$ cat config.mk
export PLATFORM = sky130hd
export DESIGN_NAME = timer_dev
export DESIGN_NICKNAME = d
export VERILOG_FILES = /design/src/rtl/timer_dev.sv
export SDC_FILE = /design/constraint.sdc
export NUM_CORES = 1
export LEC_CHECK = 0
export CORE_MARGIN = 5
export CORE_UTILIZATION = 57
export DETAILED_ROUTE_END_ITERATION = 16
export GPL_TIMING_DRIVEN = 0
export PLACE_DENSITY_LB_ADDON = 0.25
export SYNTH_ARGS = -nofsm -noshare
export SYNTH_HDL_FRONTEND = slang
export SYNTH_SLANG_ARGS = --single-unit
export TNS_END_PERCENT = 10
$ cat constraint.sdc
create_clock -name clk -period 3.7 [get_ports clk]
set_input_delay 0.74 -clock clk [delete_from_list [all_inputs] [get_ports clk]]
set_output_delay 0.74 -clock clk [all_outputs]
set_load 0.02 [all_outputs]
$ cat src/rtl/timer_dev.sv
// Memory-mapped countdown timer with one-shot / auto-reload modes and a CPU interrupt.
// Optional prescaler on address 3 is enabled by defining TIMER_PRESCALE_EN.
module timer_dev #(
  parameter int unsigned WIDTH = 32
) (
  input  logic             clk,
  input  logic             rst,
  input  logic [1:0]       addr,
  input  logic             we,
  input  logic [WIDTH-1:0] din,
  output logic [WIDTH-1:0] dout,
  output logic             irq
);

  typedef enum logic [1:0] {
    IDLE = 2'd0,
    LOAD = 2'd1,
    CNT  = 2'd2,
    INT  = 2'd3
  } state_t;

  state_t           r_state;
  state_t           w_next;
  logic [3:0]       r_ctrl;
  logic [WIDTH-1:0] r_preset;
  logic [WIDTH-1:0] r_count;
  logic             r_irq_flag;

  logic w_en;
  logic w_auto;
  logic w_im;
  logic w_tick;
  logic w_zero;
  logic w_expire;
  logic w_wr_ctrl;
  logic w_wr_preset;

  assign w_en        = r_ctrl[0];
  assign w_auto      = (r_ctrl[2:1] == 2'b01);
  assign w_im        = r_ctrl[3];
  assign w_zero      = (r_count == '0);
  assign w_wr_ctrl   = we && (addr == 2'd0);
  assign w_wr_preset = we && (addr == 2'd1);
  assign w_expire    = (r_state == CNT) && w_en && w_zero && w_tick;

`ifdef TIMER_PRESCALE_EN
  logic [7:0] r_prescale;
  logic [7:0] r_psc_cnt;

  assign w_tick = (r_psc_cnt == r_prescale);

  always_ff @(posedge clk) begin
    if (rst) begin
      r_prescale <= '0;
      r_psc_cnt  <= '0;
    end else begin
      if (we && (addr == 2'd3))
        r_prescale <= din[7:0];
      if (r_state == LOAD)
        r_psc_cnt <= '0;
      else if ((r_state == CNT) && w_en)
        r_psc_cnt <= w_tick ? '0 : r_psc_cnt + 8'd1;
    end
  end
`else
  assign w_tick = 1'b1;
`endif

  always_ff @(posedge clk) begin
    if (rst)
      r_state <= IDLE;
    else
      r_state <= w_next;
  end

  always_comb begin
    w_next = r_state;
    case (r_state)
      IDLE: if (w_en) w_next = LOAD;
      LOAD: w_next = CNT;
      CNT: begin
        if (!w_en)
          w_next = IDLE;
        else if (w_zero && w_tick)
          w_next = INT;
      end
      INT:  w_next = w_auto ? LOAD : IDLE;
      default: w_next = IDLE;
    endcase
  end

  // A CTRL write on the expiry edge overrides the one-shot EN clear.
  always_ff @(posedge clk) begin
    if (rst) begin
      r_ctrl     <= '0;
      r_preset   <= '0;
      r_count    <= '0;
      r_irq_flag <= 1'b0;
    end else begin
      if (w_wr_ctrl)
        r_ctrl <= din[3:0];
      else if (w_expire && !w_auto)
        r_ctrl[0] <= 1'b0;

      if (w_wr_preset)
        r_preset <= din;

      if (w_wr_ctrl || w_wr_preset)
        r_irq_flag <= 1'b0;
      else if (w_expire)
        r_irq_flag <= 1'b1;

      if (r_state == LOAD)
        r_count <= r_preset;
      else if ((r_state == CNT) && w_en && !w_zero && w_tick)
        r_count <= r_count - WIDTH'(1);
    end
  end

  assign irq = w_im && (w_auto ? (r_state == INT) : r_irq_flag);

  always_comb begin
    dout = '0;
    case (addr)
      2'd0: dout = WIDTH'(r_ctrl);
      2'd1: dout = r_preset;
      2'd2: dout = r_count;
`ifdef TIMER_PRESCALE_EN
      2'd3: dout = WIDTH'(r_prescale);
`else
      2'd3: dout = '0;
`endif
      default: dout = '0;
    endcase
  end

endmodule

Figure 1. Signal wires by layer.
Two of the layers only.
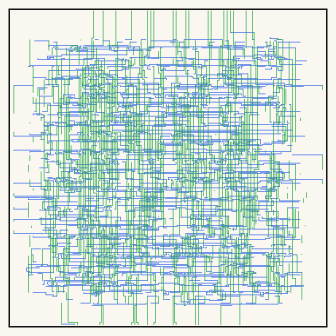
| colour | layer | wire length |
|---|---|---|
| blue | met1 | 5340 um |
| green | met2 | 5630 um |
Via Count: 4030
final wirelength: 12520 um
wire per inst: 19.84 um
Total GRT Usage: 30.01%

Figure 2. Zoomed window.
Region (3, 49) to (43, 89) um. Cells in grey, sequential cells in the stronger grey; small squares are vias.
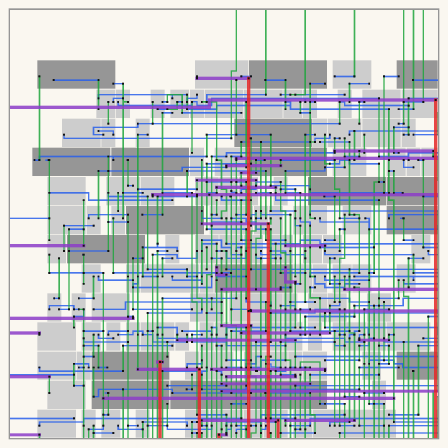
| colour | layer |
|---|---|
| red | met4 |
| purple | met3 |
| green | met2 |
| blue | met1 |
cells with their middle in the window: 122
sequential cells in the window: 18
netlist names of flops here include: r_preset (9), r_count (8)
most frequent: nand2_1 (23), dfxtp_1 (18), a21oi_1 (16)

Figure 3. I/O nets highlighted.
The bar under the picture is 20 um long.
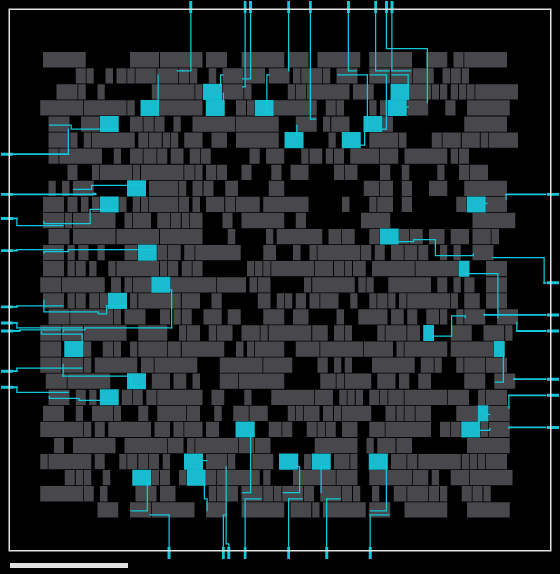
| colour | port | bits | direction | edge | end cells | buffers | wire |
|---|---|---|---|---|---|---|---|
| cyan | dout | 32 | output | 9 left, 9 top, 7 right, 7 bottom | 32 | 32 | 655 um |
# IOs: 70
IO Port Bufs: 67

Figure 4. Sequential cells coloured by netlist name.
The bar under the picture is 20 um long. Other sequential cells in the stronger grey, the rest of the logic in the fainter grey.
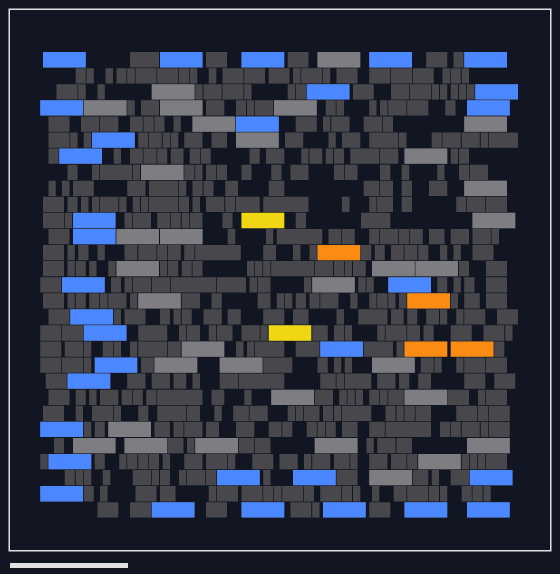
| colour | name in the netlist | flops |
|---|---|---|
| orange | r_ctrl | 4 |
| yellow | r_state | 2 |
| blue | r_preset | 32 |
not coloured: 33
Seq area share: 30.03%
register area: 1421 sq um
seq pwr: 0.798 mW

==> results.ini <==
[critical_path]
path_class = input pin to output port
crit_buf_inv = 4
crit_path_start_kind = input pin
cp-startpoint = addr[0]
cp_cell_sequence = clkdlybuf4s50_1 -> nor2b_1 -> buf_2 -> clkbuf_4 -> a22o_1 -> clkdlybuf4s50_1
worst_ep_arrival_time_ns = 2.85
r2r_setup_slack_ns = 1.00
path_delay_family = buffers and inverters
max_stage_delay_ns = 0.61
worstPathRequired_ns = 2.96
crit_path_frequent_cell = clkdlybuf4s50_1
worst_r2r_startpoint = r_count[2]$_SDFFE_PP0P_
r2r_cells = 6
slowest_stage = clkdlybuf4s50_1
critPathMaxFanout = 10

[logic_synthesis]
area_leaders = dfxtp_1 (38%), nand2_1 (9.4%), a21oi_1 (8.2%), a22o_1 (6.5%), nor2_1 (3.6%)
ys_sh_adder_pct = 0.3315
ys_sh_simple_pct = 26.28
largest_area_cell = dfxtp_1
synthTopLogicFamily = AND-OR/OR-AND gates
muxShareOfSynthArea_pct = 2.254
yosysWarnings = 0
async_reset_ff_share_pct = 0
ys_sh_xor_pct = 1.624
ys_ff = 71
syn_area_sq_um = 3775
ff_type = dfxtp_1
edf_count = 0
most_common_cell = nand2_1
top_area_share_pct = 37.65
common_cells = nand2_1 (95), dfxtp_1 (71), a21oi_1 (62)

[clocking]
cts_buffer_depth = 2
cts_buffers = 9
postCtsSetupBuffers = 0
cts_tree = built
ctsResizeCount = 9
htreeDepth = 3
cts_root_buffer = clkbuf_8
cts_sinks = 71
clkSlewWorstSetupHoldPaths_ns = 0.07

[layout]
clkCellAreaFrac_pct = 3.595
mostFrequentLayoutCells = nand2_1 (95), dfxtp_1 (71), clkdlybuf4s50_1 (67)
layout-drive-gt1-share_pct = 8.123
postLayoutCoreUtil_pct = 74.12
largest_cell_class = combinational gates
fin_nets = 590
flop-count = 71
layout.cells.non_filler = 631
bufAreaShareNonClock_pct = 18.58
area_growth_pct = 25.39
sh_comb_area_pct = 45.44
n_fill_cell = 502
logic_gate_count = 364
reg.largest.list = r_count x32, r_preset x32, r_ctrl x4
final_common_cell = nand2_1
clkbuf_count = 12
comb_area_sq_um = 2151

[floorplanning]
std_cell_rows = 29
die_w_um = 91.38
die_h_um = 91.38
die_area_sq_um = 8350
fp_util_pct = 59.11

[final_timing]
rsz0062_at_grt = false
finalClockSkew_ns = 0.008385
finalCriticalPeriod_ns = 3.590
maxSlewHeadroom_pct = 55.67
fin_crit_sh_pct = 97.02
post-route-worst-setup-slack_ns = 0.1103
final-setup-viol-count = 0
holdWs_ns = 0.4749
worst-slew-pin-transition_ns = 0.6650
fmax_mhz = 278.6
finalSetupTns_ns = 0

[run_status]
status = finished clean

[route]
drc_errors = 0
drtIter0Drc = 361
drt-pass1-iter-count = 5
met2WireLength_um = 5632
wl_met1_um = 5337
ant_nets = 0
top_layer = met4
via_per_inst = 6.387
route.met3.wl_um = 1210

[place]
place_area_sq_um = 4542
place.gp.congestion = 0.9285
dp_hpwl_um = 8793
post-place-ws_ns = -0.4366
dpl.cell_count = 618

[pwr]
powerDensity_nw_per_um2 = 335.8
swShare_pct = 26.79
vdd_ir_drop_max_mv = 0.2560
pg_comb_mw = 0.229
p_clk_mw = 0.562
seqPwrFrac_pct = 50.2
internal_power_mw = 1.163
switching_power_mw = 0.4258
finalPower_mw = 1.589

[grt]
grt_pass1_wl_um = 20220
grt_max_degree = 11
grt_pass1_vias = 3887
antenna_found_initial = 0
use_met2_pct = 46.00
busiest_layer = met2
grt_util_met3_pct = 6.529
globalRouteMet1Util_pct = 40.36

[job]
tool_warnings = 26

[min_path]
min-delay-start = r_preset[24]$_SDFFE_PP0P_
hold_depth = 2

No activity file was given, so power comes from the tool's default toggle rates.
